--- config.mk ---
export PLATFORM = sky130hd
export DESIGN_NAME = memory_arbiter_flat
export DESIGN_NICKNAME = d
export VERILOG_FILES = /design/src/rtl/memory_arbiter_if.sv /design/src/rtl/memory_arbiter.sv /design/src/flat_wrapper.sv
export SDC_FILE = /design/constraint.sdc
export NUM_CORES = 1
export LEC_CHECK = 0
export CORE_AREA = 2 2 116 118
export DETAILED_ROUTE_END_ITERATION = 8
export DIE_AREA = 0 0 118 120
export GPL_ROUTABILITY_DRIVEN = 0
export PLACE_DENSITY = 0.75
export SLEW_MARGIN = 0
export SYNTH_ARGS = -nofsm -noshare
export SYNTH_HDL_FRONTEND = slang
export SYNTH_SLANG_ARGS = --single-unit
--- constraint.sdc ---
create_clock -name clk -period 2.55 [get_ports clk]
set_input_delay 0.51 -clock clk [delete_from_list [all_inputs] [get_ports clk]]
set_output_delay 0.51 -clock clk [all_outputs]
set_load 0.02 [all_outputs]
--- src/rtl/memory_arbiter_if.sv ---
// Bus bundle for memory_arbiter: two requester ports plus the shared single-ported RAM lines.
// slave = arbiter view; master = surrounding system (requesters and RAM model).
interface memory_arbiter_if #(
  parameter int ADDR_WIDTH = 32,
  parameter int DATA_WIDTH = 32
);
  logic                  req0, req1;
  logic                  lock0, lock1;
  logic                  we0, we1;
  logic [ADDR_WIDTH-1:0] addr0, addr1;
  logic [DATA_WIDTH-1:0] wdata0, wdata1;
  logic                  ack0, ack1;
  logic [DATA_WIDTH-1:0] rdata0, rdata1;
  logic [1:0]            grant;
  logic [ADDR_WIDTH-1:0] memAddress;
  logic                  memReadEnable, memWriteEnable;
  logic [DATA_WIDTH-1:0] memWriteData;
  logic [DATA_WIDTH-1:0] memReadData;

  modport slave (
    input  req0, req1, lock0, lock1, we0, we1, addr0, addr1, wdata0, wdata1, memReadData,
    output ack0, ack1, rdata0, rdata1, grant,
           memAddress, memReadEnable, memWriteEnable, memWriteData
  );

  modport master (
    output req0, req1, lock0, lock1, we0, we1, addr0, addr1, wdata0, wdata1, memReadData,
    input  ack0, ack1, rdata0, rdata1, grant,
           memAddress, memReadEnable, memWriteEnable, memWriteData
  );
endinterface

--- src/rtl/memory_arbiter.sv ---
// Two-port arbiter for a shared single-ported RAM with bounded locked bursts.
// Optional MEMORY_ARBITER_ROUND_ROBIN_EN: round-robin ties (default: fixed priority, port 0 wins).
module memory_arbiter #(
  parameter int ADDR_WIDTH = 32,
  parameter int DATA_WIDTH = 32,
  parameter int MAX_LOCK   = 16
) (
  input  logic            clk,
  input  logic            rst,
  memory_arbiter_if.slave bus
);
  localparam int            CW        = $clog2(MAX_LOCK + 1);
  localparam logic [CW-1:0] LOCK_MAX  = CW'(MAX_LOCK);
  localparam logic [CW-1:0] LOCK_LAST = CW'(MAX_LOCK - 1);

  typedef enum logic [2:0] {IDLE, ACCESS0, ACCESS1, DONE0, DONE1} state_t;

  state_t                state, next_state;
  logic [CW-1:0]         lock_count;
  logic                  lock_room;
  logic                  room0, room1;
  logic                  tie0;
  logic [ADDR_WIDTH-1:0] addr_sel;
  logic [DATA_WIDTH-1:0] wdata_sel;
  logic                  ren, wen;
  logic [DATA_WIDTH-1:0] rdata0_q, rdata1_q;

  // lock_count counts re-grants, so a burst of MAX_LOCK accesses needs MAX_LOCK-1 of them.
  assign lock_room = (lock_count < LOCK_LAST);

`ifdef MEMORY_ARBITER_ROUND_ROBIN_EN
  logic last_grant;
  assign tie0  = last_grant;
  assign room0 = lock_room;
`else
  assign tie0  = 1'b1;
  assign room0 = 1'b1;
`endif
  assign room1 = lock_room;

  function automatic state_t pick(input logic r0, input logic r1, input logic t0);
    if (r0 && r1) return t0 ? ACCESS0 : ACCESS1;
    if (r0)       return ACCESS0;
    if (r1)       return ACCESS1;
    return IDLE;
  endfunction

  always_comb begin
    next_state = state;
    unique case (state)
      IDLE:    next_state = pick(bus.req0, bus.req1, tie0);
      ACCESS0: next_state = DONE0;
      ACCESS1: next_state = DONE1;
      DONE0: begin
        if (bus.lock0 && bus.req0 && (room0 || !bus.req1)) next_state = ACCESS0;
        else next_state = pick(bus.req0 && bus.lock0, bus.req1, tie0);
      end
      DONE1: begin
        if (bus.lock1 && bus.req1 && (room1 || !bus.req0)) next_state = ACCESS1;
        else next_state = pick(bus.req0, bus.req1 && bus.lock1, tie0);
      end
      default: next_state = IDLE;
    endcase
  end

  always_ff @(posedge clk) begin
    if (rst) begin
      state      <= IDLE;
      lock_count <= '0;
      rdata0_q   <= '0;
      rdata1_q   <= '0;
`ifdef MEMORY_ARBITER_ROUND_ROBIN_EN
      last_grant <= 1'b1;
`endif
    end else begin
      state <= next_state;
      if ((state == DONE0 && next_state == ACCESS0) ||
          (state == DONE1 && next_state == ACCESS1)) begin
        if (lock_count != LOCK_MAX) lock_count <= lock_count + CW'(1);
      end else if (next_state == IDLE || next_state == ACCESS0 || next_state == ACCESS1) begin
        lock_count <= '0;
      end
      if (state == ACCESS0 && !bus.we0) rdata0_q <= bus.memReadData;
      if (state == ACCESS1 && !bus.we1) rdata1_q <= bus.memReadData;
`ifdef MEMORY_ARBITER_ROUND_ROBIN_EN
      if (next_state == ACCESS0)      last_grant <= 1'b0;
      else if (next_state == ACCESS1) last_grant <= 1'b1;
`endif
    end
  end

  always_comb begin
    addr_sel  = '0;
    wdata_sel = '0;
    ren       = 1'b0;
    wen       = 1'b0;
    unique case (state)
      ACCESS0: begin
        addr_sel  = bus.addr0;
        wdata_sel = bus.wdata0;
        ren       = ~bus.we0;
        wen       = bus.we0;
      end
      ACCESS1: begin
        addr_sel  = bus.addr1;
        wdata_sel = bus.wdata1;
        ren       = ~bus.we1;
        wen       = bus.we1;
      end
      default: ;
    endcase
  end

  assign bus.memAddress     = addr_sel;
  assign bus.memWriteData   = wdata_sel;
  assign bus.memReadEnable  = ren;
  // Reset kills the write strobe in the same cycle so an aborted write never lands.
  assign bus.memWriteEnable = wen & ~rst;

  assign bus.grant  = (state == ACCESS0 || state == DONE0) ? 2'b01 :
                      (state == ACCESS1 || state == DONE1) ? 2'b10 : 2'b00;
  assign bus.ack0   = (state == DONE0);
  assign bus.ack1   = (state == DONE1);
  assign bus.rdata0 = rdata0_q;
  assign bus.rdata1 = rdata1_q;
endmodule
--- src/flat_wrapper.sv ---
// flat-port wrapper written by rule: the top's interface ports become plain ports
module memory_arbiter_flat 
#(
  parameter int ADDR_WIDTH = 32,
  parameter int DATA_WIDTH = 32,
  parameter int MAX_LOCK   = 16
)
  (clk, rst, bus_req0, bus_req1, bus_lock0, bus_lock1, bus_we0, bus_we1, bus_addr0, bus_addr1, bus_wdata0, bus_wdata1, bus_memReadData, bus_ack0, bus_ack1, bus_rdata0, bus_rdata1, bus_grant, bus_memAddress, bus_memReadEnable, bus_memWriteEnable, bus_memWriteData);
  memory_arbiter_if #(.ADDR_WIDTH(ADDR_WIDTH), .DATA_WIDTH(DATA_WIDTH)) bus_i ();
  input  logic clk;
  input  logic rst;
  input wire logic [$bits(bus_i.req0)-1:0] bus_req0;
  input wire logic [$bits(bus_i.req1)-1:0] bus_req1;
  input wire logic [$bits(bus_i.lock0)-1:0] bus_lock0;
  input wire logic [$bits(bus_i.lock1)-1:0] bus_lock1;
  input wire logic [$bits(bus_i.we0)-1:0] bus_we0;
  input wire logic [$bits(bus_i.we1)-1:0] bus_we1;
  input wire logic [$bits(bus_i.addr0)-1:0] bus_addr0;
  input wire logic [$bits(bus_i.addr1)-1:0] bus_addr1;
  input wire logic [$bits(bus_i.wdata0)-1:0] bus_wdata0;
  input wire logic [$bits(bus_i.wdata1)-1:0] bus_wdata1;
  input wire logic [$bits(bus_i.memReadData)-1:0] bus_memReadData;
  output wire logic [$bits(bus_i.ack0)-1:0] bus_ack0;
  output wire logic [$bits(bus_i.ack1)-1:0] bus_ack1;
  output wire logic [$bits(bus_i.rdata0)-1:0] bus_rdata0;
  output wire logic [$bits(bus_i.rdata1)-1:0] bus_rdata1;
  output wire logic [$bits(bus_i.grant)-1:0] bus_grant;
  output wire logic [$bits(bus_i.memAddress)-1:0] bus_memAddress;
  output wire logic [$bits(bus_i.memReadEnable)-1:0] bus_memReadEnable;
  output wire logic [$bits(bus_i.memWriteEnable)-1:0] bus_memWriteEnable;
  output wire logic [$bits(bus_i.memWriteData)-1:0] bus_memWriteData;
  assign bus_i.req0 = bus_req0;
  assign bus_i.req1 = bus_req1;
  assign bus_i.lock0 = bus_lock0;
  assign bus_i.lock1 = bus_lock1;
  assign bus_i.we0 = bus_we0;
  assign bus_i.we1 = bus_we1;
  assign bus_i.addr0 = bus_addr0;
  assign bus_i.addr1 = bus_addr1;
  assign bus_i.wdata0 = bus_wdata0;
  assign bus_i.wdata1 = bus_wdata1;
  assign bus_i.memReadData = bus_memReadData;
  assign bus_ack0 = bus_i.ack0;
  assign bus_ack1 = bus_i.ack1;
  assign bus_rdata0 = bus_i.rdata0;
  assign bus_rdata1 = bus_i.rdata1;
  assign bus_grant = bus_i.grant;
  assign bus_memAddress = bus_i.memAddress;
  assign bus_memReadEnable = bus_i.memReadEnable;
  assign bus_memWriteEnable = bus_i.memWriteEnable;
  assign bus_memWriteData = bus_i.memWriteData;
  memory_arbiter #(.ADDR_WIDTH(ADDR_WIDTH), .DATA_WIDTH(DATA_WIDTH), .MAX_LOCK(MAX_LOCK)) u_core (.clk(clk), .rst(rst), .bus(bus_i));
endmodule
==> results.yml, run 1 <==
# implementation run metrics
run_status:
  status: "complete, no violations"
final_timing:
  tightest_slew_ps: 746
  drv_slew: 0
floorplan:
  initial_core_util: 0.260
  fp.dieH_um: 120
setup_path:
  endpoint: "bus_memWriteData[14]"
  r2r-end: "u_core.lock_count[3]"
  worstPathBufferInverterCount: 1
  critPathSlowestCell: "clkdlybuf4s50_1"
  r2r_slack_ps: 730
power:
  switchingPower_mw: 1.19
  irDropWorstVdd_v: 0.000360
  power_sequential_mw: 1.21
  p_leak_nw: 2.67
  fin_total_pwr_mw: 3.72
  p_per_area_mw_per_mm2: 550
routing:
  post_drt_wl_per_cell_um: 16.3
  drcViolationCount: 0
  antenna_left: 0
  drt_iter0_drc: 193
  highest_layer: "met4"
global_route:
  grt_max_degree: 71
logic_synthesis:
  ys_chip_area_mm2: 0.00338
  logic_family: "AND-OR/OR-AND gates"
cells_and_area:
  inv_count: 5
clock_network:
  cts_setup_buffers: 0
  clk-insertion-delay-late_ps: 330
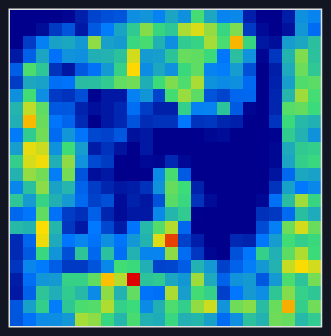
*Wire density map, run 1*
The die is cut into 24 by 24 equal tiles; dark blue is low, red is high, scaled to the fullest tile. Values are wire area over tile area, all layers added.
nearly empty tiles: 15%
fullest tile: 0.58
emptiest ninth of the die: center

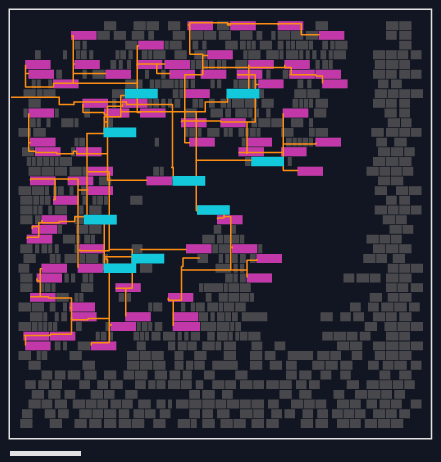
*Clock network drawn from the DEF, run 1*
The bar under the picture is 20 um long.
[flip-flops] magenta | count: 72
[clock wires] orange | length: 976 um
[cells driving clock nets] cyan | count: 9
routed clock nets: 10

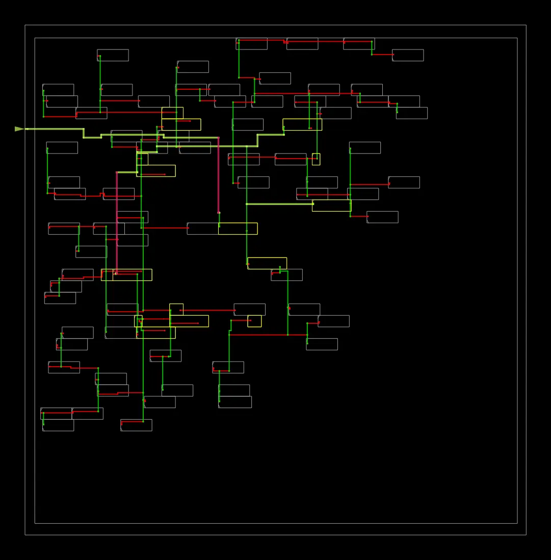
*Clock nets, run 1*
flip-flops: 72
# clk buffers: 10

==> inputs of run 2 (changes only) <==
--- a/config.mk
+++ b/config.mk
@@ -8,7 +8,6 @@
 export CORE_AREA = 2 2 116 118
 export DETAILED_ROUTE_END_ITERATION = 8
 export DIE_AREA = 0 0 118 120
-export GPL_ROUTABILITY_DRIVEN = 0
 export PLACE_DENSITY = 0.75
 export SLEW_MARGIN = 0
 export SYNTH_ARGS = -nofsm -noshare
==> run 2 against run 1 <==
  * Area after synthesis is the same
  * Maximum frequency unchanged
  * Global-route usage unchanged
  * Routed wire length is the same
  * Sequential power hardly changed
  * Critical path depth unchanged
  * Register-to-register slack barely moved
  * Via count unchanged
  * Design area unchanged
  * Clock-buffer cell count did not move
  * Critical path type unchanged
  * Highest routed layer unchanged
==> results.yml, run 2 <==
# implementation run metrics
setup_path:
  r2r_slack_ps: 730
  critPathSlowestCell: "clkdlybuf4s50_1"
  r2r-end: "u_core.lock_count[3]"
  worstReg2RegStart: "u_core.state[1]"
  endpoint: "bus_memWriteData[14]"
  worstPathBufferInverterCount: 1
routing:
  highest_layer: "met4"
  post_drt_wl_per_cell_um: 16.3
  drt_iter0_drc: 193
  antenna_left: 0
  drcViolationCount: 0
clock_network:
  cts_max_path_buffers: 2
  cts-root-buf: "clkbuf_16"
  cts_setup_buffers: 0
  clk-insertion-delay-late_ps: 330
power:
  p_per_area_mw_per_mm2: 550
  p_leak_nw: 2.67
  fin_total_pwr_mw: 3.72
  power_sequential_mw: 1.21
  switchingPower_mw: 1.19
  irDropWorstVdd_v: 0.000360
cells_and_area:
  clkbuf_count: 10
  flops: 72
  comb_area_mm2: 0.00174
  drive_gt1_frac: 0.0541
  seq_share: 0.213
final_timing:
  fmax_mhz: 405
  tightest_slew_ps: 746
  drv_slew: 0
  grt_setup_unrepaired: "no"
run_status:
  status: "complete, no violations"
floorplan:
  initial_core_util: 0.260
  fp.dieH_um: 120
logic_synthesis:
  ys_chip_area_mm2: 0.00338
global_route:
  grt_max_degree: 71
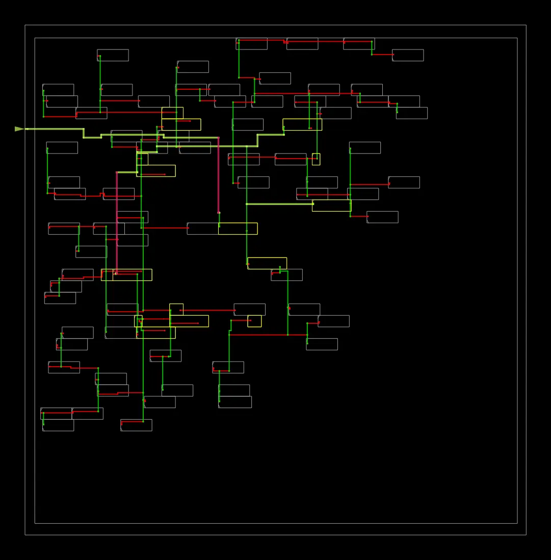
*Clock nets, run 2*
Worst Clk Skew: 11.8 ps
Clock Sinks: 72

Power figures rest on the tool's default switching activity, not on a simulated workload.
